## src/rtl/pam4_frame_gen.sv

```systemverilog
// Multi-lane PAM4 framed test-pattern generator: alternating max/zero header,
// per-lane PRBS payload and optional idle gap, in single-shot or continuous mode.
module pam4_frame_gen #(
    parameter int NUM_CH      = 3,
    parameter int SYM_BITS    = 2,
    parameter int HEAD_LEN    = 6,
    parameter int PAYLOAD_LEN = 1024,
    parameter int GAP_LEN     = 4,
    parameter int POLY_LENGTH = 9,
    parameter int POLY_TAP    = 5,
    parameter int INV_PATTERN = 1
) (
    input  logic                         clk,
    input  logic                         rst,
    input  logic                         send_enable,
    input  logic                         send_stop,
    input  logic                         cfg_continuous,
    output logic [NUM_CH*SYM_BITS-1:0]   data_out,
    output logic                         data_valid,
    output logic                         frame_start,
    output logic                         frame_done,
    output logic                         busy,
    output logic [15:0]                  frame_cnt
);

    localparam int DW      = NUM_CH * SYM_BITS;
    localparam int MAX_HP  = (HEAD_LEN > PAYLOAD_LEN) ? HEAD_LEN : PAYLOAD_LEN;
    localparam int MAX_LEN = (MAX_HP > GAP_LEN) ? MAX_HP : GAP_LEN;
    localparam int CNT_W   = (MAX_LEN > 1) ? $clog2(MAX_LEN) : 1;

    localparam logic [CNT_W-1:0] HEAD_LAST = CNT_W'(HEAD_LEN - 1);
    localparam logic [CNT_W-1:0] PAY_LAST  = CNT_W'(PAYLOAD_LEN - 1);
    localparam logic [CNT_W-1:0] GAP_LAST  = CNT_W'((GAP_LEN > 0) ? GAP_LEN - 1 : 0);
    localparam logic             INV       = (INV_PATTERN != 0);

    typedef enum logic [1:0] {IDLE, HEAD, PAYLOAD, GAP} state_t;

    state_t           state, state_next;
    logic [CNT_W-1:0] cnt, cnt_next;
    logic             stop_pending, stop_next;
    logic [DW-1:0]    data_next;
    logic             done_next;

    logic [POLY_LENGTH-1:0] lfsr     [NUM_CH];
    logic [POLY_LENGTH-1:0] lfsr_adv [NUM_CH];
    logic [SYM_BITS-1:0]    prbs_sym [NUM_CH];

    // One payload symbol: SYM_BITS Fibonacci steps, first generated bit lands in the MSB.
    function automatic logic [SYM_BITS+POLY_LENGTH-1:0] prbs_step(input logic [POLY_LENGTH-1:0] s_in);
        logic [POLY_LENGTH-1:0] s;
        logic [SYM_BITS-1:0]    sym;
        logic                   b;
        s   = s_in;
        sym = '0;
        for (int k = 0; k < SYM_BITS; k++) begin
            b                    = s[POLY_LENGTH-1] ^ s[POLY_TAP-1];
            s                    = {s[POLY_LENGTH-2:0], b};
            sym[SYM_BITS-1-k]    = b ^ INV;
        end
        return {sym, s};
    endfunction

    always_comb begin
        for (int c = 0; c < NUM_CH; c++) begin
            {prbs_sym[c], lfsr_adv[c]} = prbs_step(lfsr[c]);
        end
    end

    // NOTE: every always_comb output gets a default first, so no path can infer a latch.
    always_comb begin
        state_next = state;
        cnt_next   = cnt + CNT_W'(1);
        stop_next  = stop_pending | (send_stop && state != IDLE);
        unique case (state)
            IDLE: begin
                cnt_next = '0;
                if (send_enable) state_next = HEAD;
            end
            HEAD: begin
                if (cnt == HEAD_LAST) begin
                    state_next = PAYLOAD;
                    cnt_next   = '0;
                end
            end
            PAYLOAD: begin
                if (cnt == PAY_LAST) begin
                    cnt_next = '0;
                    // A stop arriving on the last payload symbol still ends the run here.
                    if (cfg_continuous && !stop_next)
                        state_next = (GAP_LEN == 0) ? HEAD : GAP;
                    else
                        state_next = IDLE;
                end
            end
            GAP: begin
                if (cnt == GAP_LAST) begin
                    state_next = HEAD;
                    cnt_next   = '0;
                end
            end
            default: state_next = IDLE;
        endcase
        if (state_next == IDLE) stop_next = 1'b0;

        data_next = '0;
        if (state_next == HEAD && !cnt_next[0]) begin
            data_next = '1;
        end else if (state_next == PAYLOAD) begin
            for (int c = 0; c < NUM_CH; c++) data_next[c*SYM_BITS +: SYM_BITS] = prbs_sym[c];
        end
        done_next = (state_next == PAYLOAD) && (cnt_next == PAY_LAST);
    end

    // NOTE: sequential state uses non-blocking assignments so all registers update together.
    always_ff @(posedge clk) begin
        if (rst) begin
            state        <= IDLE;
            cnt          <= '0;
            stop_pending <= 1'b0;
            data_out     <= '0;
            data_valid   <= 1'b0;
            frame_start  <= 1'b0;
            frame_done   <= 1'b0;
            busy         <= 1'b0;
            frame_cnt    <= '0;
        end else begin
            state        <= state_next;
            cnt          <= cnt_next;
            stop_pending <= stop_next;
            data_out     <= data_next;
            data_valid   <= (state_next != IDLE);
            frame_start  <= (state_next == HEAD) && (cnt_next == '0);
            frame_done   <= done_next;
            busy         <= (state_next != IDLE);
            frame_cnt    <= frame_cnt + 16'(done_next);
        end
    end

    // NOTE: the LFSRs need no reset; they are reseeded on every header cycle before any payload uses them.
    always_ff @(posedge clk) begin
        for (int c = 0; c < NUM_CH; c++) begin
            if (state_next == HEAD)
                lfsr[c] <= {POLY_LENGTH{1'b1}} ^ POLY_LENGTH'(c);
            else if (state_next == PAYLOAD)
                lfsr[c] <= lfsr_adv[c];
        end
    end

endmodule

```

## config.mk

```make
export PLATFORM = sky130hd
export DESIGN_NAME = pam4_frame_gen
export DESIGN_NICKNAME = d
export VERILOG_FILES = /design/src/rtl/pam4_frame_gen.sv
export SDC_FILE = /design/constraint.sdc
export NUM_CORES = 1
export LEC_CHECK = 0
export CAP_MARGIN = 20
export CORE_MARGIN = 4
export CORE_UTILIZATION = 40
export DETAILED_ROUTE_END_ITERATION = 16
export PLACE_DENSITY = 0.72
export SKIP_CTS_REPAIR_TIMING = 1
export SYNTH_ARGS = -nofsm -noshare
export SYNTH_HDL_FRONTEND = slang
export SYNTH_SLANG_ARGS = --single-unit
```

## constraint.sdc

```tcl
create_clock -name clk -period 4.2 [get_ports clk]
set_clock_uncertainty 0.2 [all_clocks]
set_input_delay 1.05 -clock clk [delete_from_list [all_inputs] [get_ports clk]]
set_output_delay 1.05 -clock clk [all_outputs]
set_load 0.01 [all_outputs]
```

**Run 1: placement density heat map**

9 x 9 tiles, from black (low) to pale yellow (high), 0 to 100% covered.
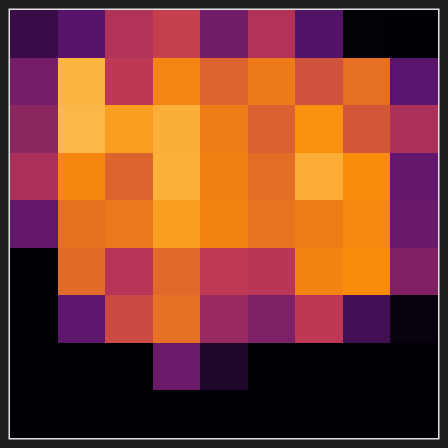
The emptiest ninth of the die: lower right. The mean over all tiles is 41%. The fullest tile reaches 85%.
post-layout utilization of the core: 51.92%
Core Util at FP: 41.07%
Floorplan Core Area: 6794 µm²

**Run 1: where the registers sit**

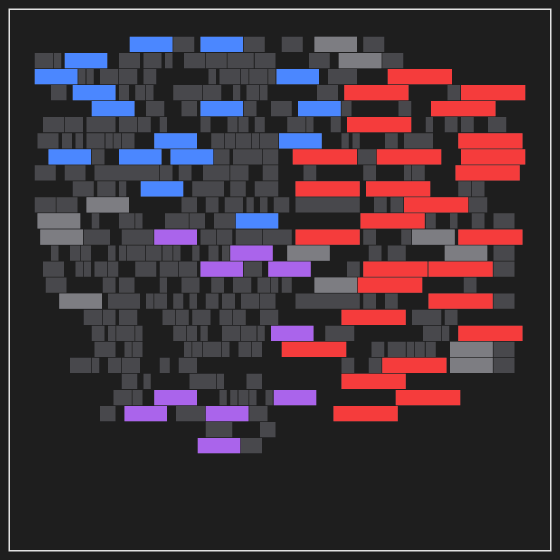
Red is `lfsr`, flops 27. Blue is `frame_cnt`, flops 16. Purple is `cnt`, flops 10.
register share of the cell area: 44.55%
FF/Latch Area: 1572 µm²

**Run 1: congestion heat map**

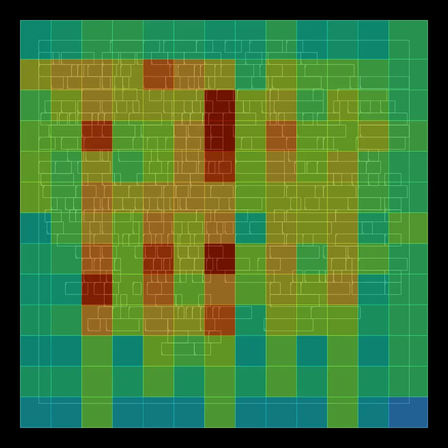
met2 layer usage reported by global route: 19.96%
GRT busiest layer: met2

==> flow_summary_export.csv, run 1 <==
group,metric,value,unit
finish,layout_top_cell_excl_fill_tap,"dfxtp_1",
clock_tree,insertion_delay,340,ps
setup_path,endpoint,"frame_cnt[10]",
setup_path,critical_setup_path_class,"in2reg",
detailed_routing,drc_errors,0,
detailed_routing,met3_length,250,µm
synthesis,syn_nets,275,
worst_hold_path,worstHoldPathCells,1,
run,openroad.warnings,29,
clock_tree,cts_buffer_depth,2,
power_and_ir_drop,largestPowerGroup,"sequential cells",
die,die_width,91.52,µm
die,placementRows,30,
status,outcome,"finished clean",
run,maxCapViolCount,0,
setup_path,worstSetupEndpointType,"flop",
synthesis,postSynthSeqShare,56.32,%
synthesis,syn_avg_cell_area,10.61,µm²
detailed_routing,drt_iter0_drc,104,
detailed_routing,routedLengthMet1,2661,µm
finish,comb_share,32.92,%
worst_hold_path,hold_path.class,"reg2reg",
power_and_ir_drop,vdd_ir_drop_max,0.0001964,V
synthesis,synthTopLogicFamily,"simple AND/OR/NAND/NOR gates",
detailed_routing,vias,1949,
placement,detailed_place.area,3262,µm²
sta,final.min_clock_period,4035,ps
finish,num-nonclk-buffers,43,
power_and_ir_drop,power.combinational.fraction,4.4,%
clock_tree,number_of_buffers_created_by_cts,9,
finish,finish.net_count,319,
synthesis,syn_area,2790,µm²
die,chip_area,8376,µm²
worst_hold_path,hold_path_end,"lfsr[1][2]",
finish,layout.cell_area.non_filler,3527,µm²
placement,dp.cells,391,
finish,layout.sequential_cells,65,
setup_path,critical_path_required,4270,ps
die,tap_cells,96,
detailed_routing,viasPerCell,4.777,
finish,num-fill-cells,607,
sta,worst_hold_slack,299.8,ps
power_and_ir_drop,cellLeakagePower,1.176,nW
power_and_ir_drop,power.sequential.total,0.672,mW
global_route,grt_start_max_net_pins,34,
global_route,grt_util_met1,17.72,%
finish,number_of_ordinary_inverters_in_the_final_layout,9,
placement,io_buffer_count,30,
global_route,total_track_usage,13.66,%
synthesis,share_of_the_synthesized_area_in_the_top_cell_type,29.06,%
power_and_ir_drop,net_switching_component_of_the_power,0.2796,mW
detailed_routing,highest_layer,"met4",
setup_path,critPathLaunch,"send_stop",
power_and_ir_drop,powerComb,0.0602,mW
sta,timing.final.crit_share,96.07,%
setup_path,timing.critical_path.cells,"clkdlybuf4s50_1 > nor2_1 > and3_1 > a41o_1 > a21oi_2 > ha_2 > inv_1 > or4_4 > nor2_2 > ha_2 > ha_1 > and2_4 > nand2_1 > or4_4 > a21oi_2",
power_and_ir_drop,seq_power_share,49.0,%
setup_path,rr_worst_depth,16,
==> run 1 -> run 2 <==
--- a/config.mk
+++ b/config.mk
@@ -7,9 +7,9 @@
 export LEC_CHECK = 0
 export CAP_MARGIN = 20
 export CORE_MARGIN = 4
-export CORE_UTILIZATION = 40
+export CORE_UTILIZATION = 50
 export DETAILED_ROUTE_END_ITERATION = 16
-export PLACE_DENSITY = 0.72
+export PLACE_DENSITY = 0.85
 export SKIP_CTS_REPAIR_TIMING = 1
 export SYNTH_ARGS = -nofsm -noshare
 export SYNTH_HDL_FRONTEND = slang
**Run 2: congestion heat map**

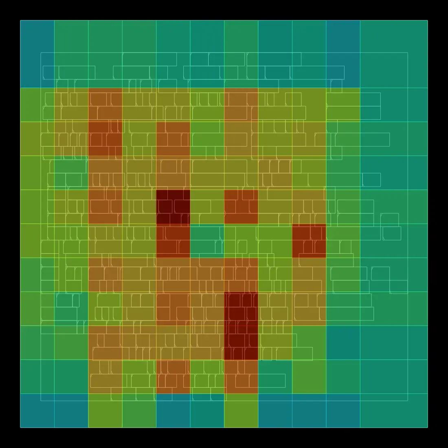
global routing met1 resource utilization: 24.90%
post-layout utilization of the core: 65.43%
total track usage: 18.35%
met2 layer usage reported by global route: 26.44%
average wire length per cell after detail routing: 14.56 µm

**Run 2: drive-strength map**

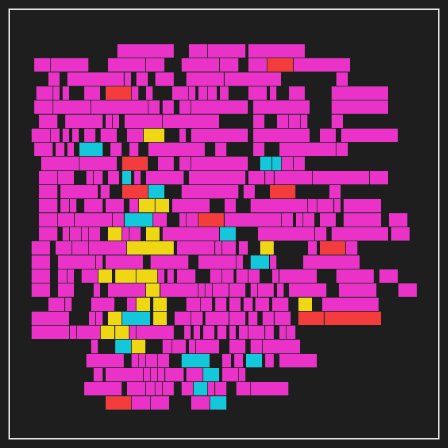
Red is x6 and larger, cells 10. Magenta is x1 and smaller, cells 267. Yellow is x3 and x4, cells 19. Cyan is x2, cells 15.
synthesis-to-finish area growth: 23.59%
final non-filler cell area: 3448 µm²

==> flow_summary_export.csv, run 2 <==
group,metric,value,unit
placement,dp.cells,363,
finish,sh_seq_area,45.57,%
worst_hold_path,worstHoldPathCells,1,
die,initial_core_util,52.94,%
die,placementRows,26,
finish,finish.net_count,318,
setup_path,worstSetupEndpointType,"flop",
placement,detailed_place.area,3214,µm²
finish,layout_top_cell_excl_fill_tap,"dfxtp_1",
run,maxCapViolCount,0,
die,tap_cells,70,
global_route,top_usage_layer,"met2",
power_and_ir_drop,seq_power_share,54.3,%
status,outcome,"finished clean",
synthesis,syn_area,2790,µm²
power_and_ir_drop,powerComb,0.0614,mW
finish,num-fill-cells,426,
clock_tree,cts_buffer_depth,2,
clock_tree,insertion_delay,340,ps
finish,largest_registers,"lfsr x27, frame_cnt x16, cnt x10",
worst_hold_path,hold_path_end,"lfsr[1][8]",
sta,timing.final.crit_share,97.96,%
sta,worst_hold_slack,304.2,ps
power_and_ir_drop,largestPowerGroup,"sequential cells",
detailed_routing,viasPerCell,5.362,
synthesis,async_flop_share,0,%
finish,seqCellArea,1572,µm²
power_and_ir_drop,cellLeakagePower,1.140,nW
finish,num-nonclk-buffers,42,
synthesis,postSynthSeqShare,56.32,%
setup_path,endpoint,"frame_cnt[10]",
detailed_routing,highest_layer,"met4",
power_and_ir_drop,power.combinational.fraction,5.0,%
finish,layout.sequential_cells,65,
synthesis,xor_share,7.848,%
global_route,grt_start_max_net_pins,28,
placement,io_buffer_count,30,
synthesis,synthTopLogicFamily,"simple AND/OR/NAND/NOR gates",
clock_tree,clkSlewWorstSetupHoldPaths,70,ps
synthesis,syn_avg_cell_area,10.61,µm²
power_and_ir_drop,power.sequential.total,0.672,mW
sta,setup_ws,85.76,ps
finish,number_of_ordinary_inverters_in_the_final_layout,9,
worst_hold_path,hold_path.class,"reg2reg",
setup_path,rr_worst_depth,15,
setup_path,worstPathMaxFanout,3,
setup_path,critPathLaunch,"send_stop",
power_and_ir_drop,total_power,1.237,mW
setup_path,critPathBufInv,2,
synthesis,share_of_the_synthesized_area_in_the_top_cell_type,29.06,%
setup_path,critical_setup_path_class,"in2reg",
detailed_routing,drt_iter0_drc,146,
detailed_routing,detailedRoute.firstPassIterationCount,4,
clock_tree,number_of_buffers_created_by_cts,9,
synthesis,ys_top_cells_by_area,"edfxtp_1 (29%), dfxtp_1 (27%), nand2b_1 (4.9%)",
global_route,grt_first_pass_wirelength,9246,µm
die,core,5270,µm²
sta,final.min_clock_period,4114,ps
synthesis,syn_nets,275,
setup_path,critical_path_required,4280,ps
power_and_ir_drop,net_switching_component_of_the_power,0.2727,mW
finish,comb_share,34.18,%
finish,antennaDiodeCount,0,
setup_path,timing.critical_path.cells,"clkdlybuf4s50_1 > nor2_1 > and3_1 > a41o_1 > a21oi_2 > ha_2 > inv_1 > or4_4 > nor2_4 > ha_4 > ha_2 > and2_4 > nand2_1 > or4_4 > a21oi_2",
die,chip_area,6839,µm²
power_and_ir_drop,vdd_ir_drop_max,0.0002114,V
detailed_routing,drc_errors,0,
setup_path,cp_data_arrival_time,4190,ps
die,die_width,82.70,µm
detailed_routing,routedLengthMet1,2685,µm
sta,setup_viol_count_final,0,
detailed_routing,met3_length,227,µm
finish,largest_register,"lfsr",
==> run 2 -> run 3 <==
--- a/config.mk
+++ b/config.mk
@@ -5,12 +5,12 @@
 export SDC_FILE = /design/constraint.sdc
 export NUM_CORES = 1
 export LEC_CHECK = 0
-export CAP_MARGIN = 20
 export CORE_MARGIN = 4
 export CORE_UTILIZATION = 50
 export DETAILED_ROUTE_END_ITERATION = 16
 export PLACE_DENSITY = 0.85
 export SKIP_CTS_REPAIR_TIMING = 1
+export SLEW_MARGIN = 20
 export SYNTH_ARGS = -nofsm -noshare
 export SYNTH_HDL_FRONTEND = slang
 export SYNTH_SLANG_ARGS = --single-unit
**Run 3: where the registers sit**

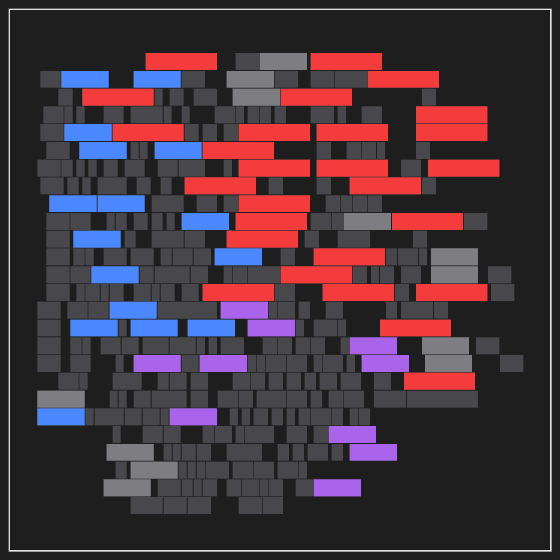
Red is `lfsr`, flops 27. Blue is `frame_cnt`, flops 16. Purple is `cnt`, flops 10.
register share of the cell area: 45.57%
sequential power: 0.672 mW

**Run 3: congestion heat map**

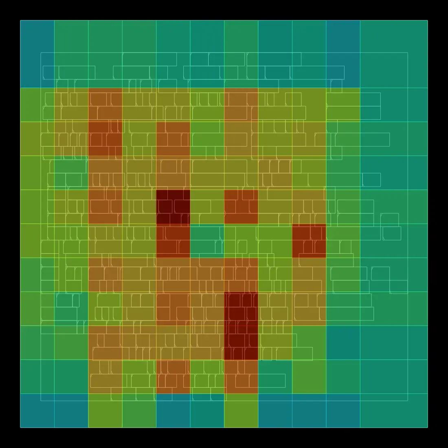
global routing met3 resource utilization: 4.555%

==> flow_summary_export.csv, run 3 <==
group,metric,value,unit
status,outcome,"finished clean",
setup_path,timing.critical_path.cells,"clkdlybuf4s50_1 > nor2_1 > and3_1 > a41o_1 > a21oi_2 > ha_2 > inv_1 > or4_4 > nor2_4 > ha_4 > ha_2 > and2_4 > nand2_1 > or4_4 > a21oi_2",
finish,num-fill-cells,426,
sta,timing.final.crit_share,97.96,%
sta,final.min_clock_period,4114,ps
power_and_ir_drop,seq_power_share,54.3,%
run,maxCapViolCount,0,
detailed_routing,avgRoutedWirePerCell,14.56,µm
power_and_ir_drop,power.combinational.fraction,5.0,%
sta,setup_viol_count_final,0,
finish,synthesis_to_finish_area_growth,23.59,%
finish,num-nonclk-buffers,42,
power_and_ir_drop,cellLeakagePower,1.140,nW
global_route,total_track_usage,18.35,%
placement,dp.cells,363,
detailed_routing,drt_iter0_drc,146,
finish,seqCellArea,1572,µm²
synthesis,ys_top_cells_by_area,"edfxtp_1 (29%), dfxtp_1 (27%), nand2b_1 (4.9%)",
clock_tree,clkSlewWorstSetupHoldPaths,70,ps
worst_hold_path,hold_path.class,"reg2reg",
global_route,grt_util_met1,24.90,%
detailed_routing,drc_errors,0,
setup_path,critPathBufInv,2,
finish,finish.utilization,65.43,%
synthesis,share_of_the_synthesized_area_in_the_top_cell_type,29.06,%
synthesis,syn_avg_cell_area,10.61,µm²
finish,largest_registers,"lfsr x27, frame_cnt x16, cnt x10",
placement,io_buffer_count,30,
synthesis,synthTopLogicFamily,"simple AND/OR/NAND/NOR gates",
worst_hold_path,worstHoldPathCells,1,
die,die_h,82.70,µm
placement,detailed_place.area,3214,µm²
setup_path,endpoint,"frame_cnt[10]",
setup_path,worstSetupEndpointType,"flop",
finish,layout.sequential_cells,65,
die,initial_core_util,52.94,%
synthesis,async_flop_share,0,%
clock_tree,cts_buffer_depth,2,
setup_path,rr_worst_depth,15,
setup_path,cp.depth,15,
sta,worst_hold_slack,304.2,ps
finish,layout.cell_area.non_filler,3448,µm²
power_and_ir_drop,net_switching_component_of_the_power,0.2727,mW
synthesis,xor_share,7.848,%
detailed_routing,met3_length,227,µm
synthesis,syn_area,2790,µm²
clock_tree,number_of_buffers_created_by_cts,9,
detailed_routing,routedLengthMet1,2685,µm
setup_path,worstPathMaxFanout,3,
setup_path,critical_path_required,4280,ps
synthesis,compound_area_share,6.726,%
detailed_routing,totalWireLength,5546,µm
finish,comb_share,34.18,%
worst_hold_path,hold_path_end,"lfsr[1][8]",
finish,antennaDiodeCount,0,
global_route,grt_start_max_net_pins,28,
finish,finish.net_count,318,
finish,largest_register,"lfsr",
detailed_routing,viasPerCell,5.362,
setup_path,cp_data_arrival_time,4190,ps
synthesis,postSynthSeqShare,56.32,%
synthesis,synth.yosys.num_cells,263,
die,chip_area,6839,µm²
run,openroad.warnings,29,
sta,setup_ws,85.76,ps
detailed_routing,vias,2043,
clock_tree,insertion_delay,340,ps
global_route,grt_first_pass_wirelength,9246,µm
die,core,5270,µm²
die,placementRows,26,
Power and IR drop assume default switching activity.
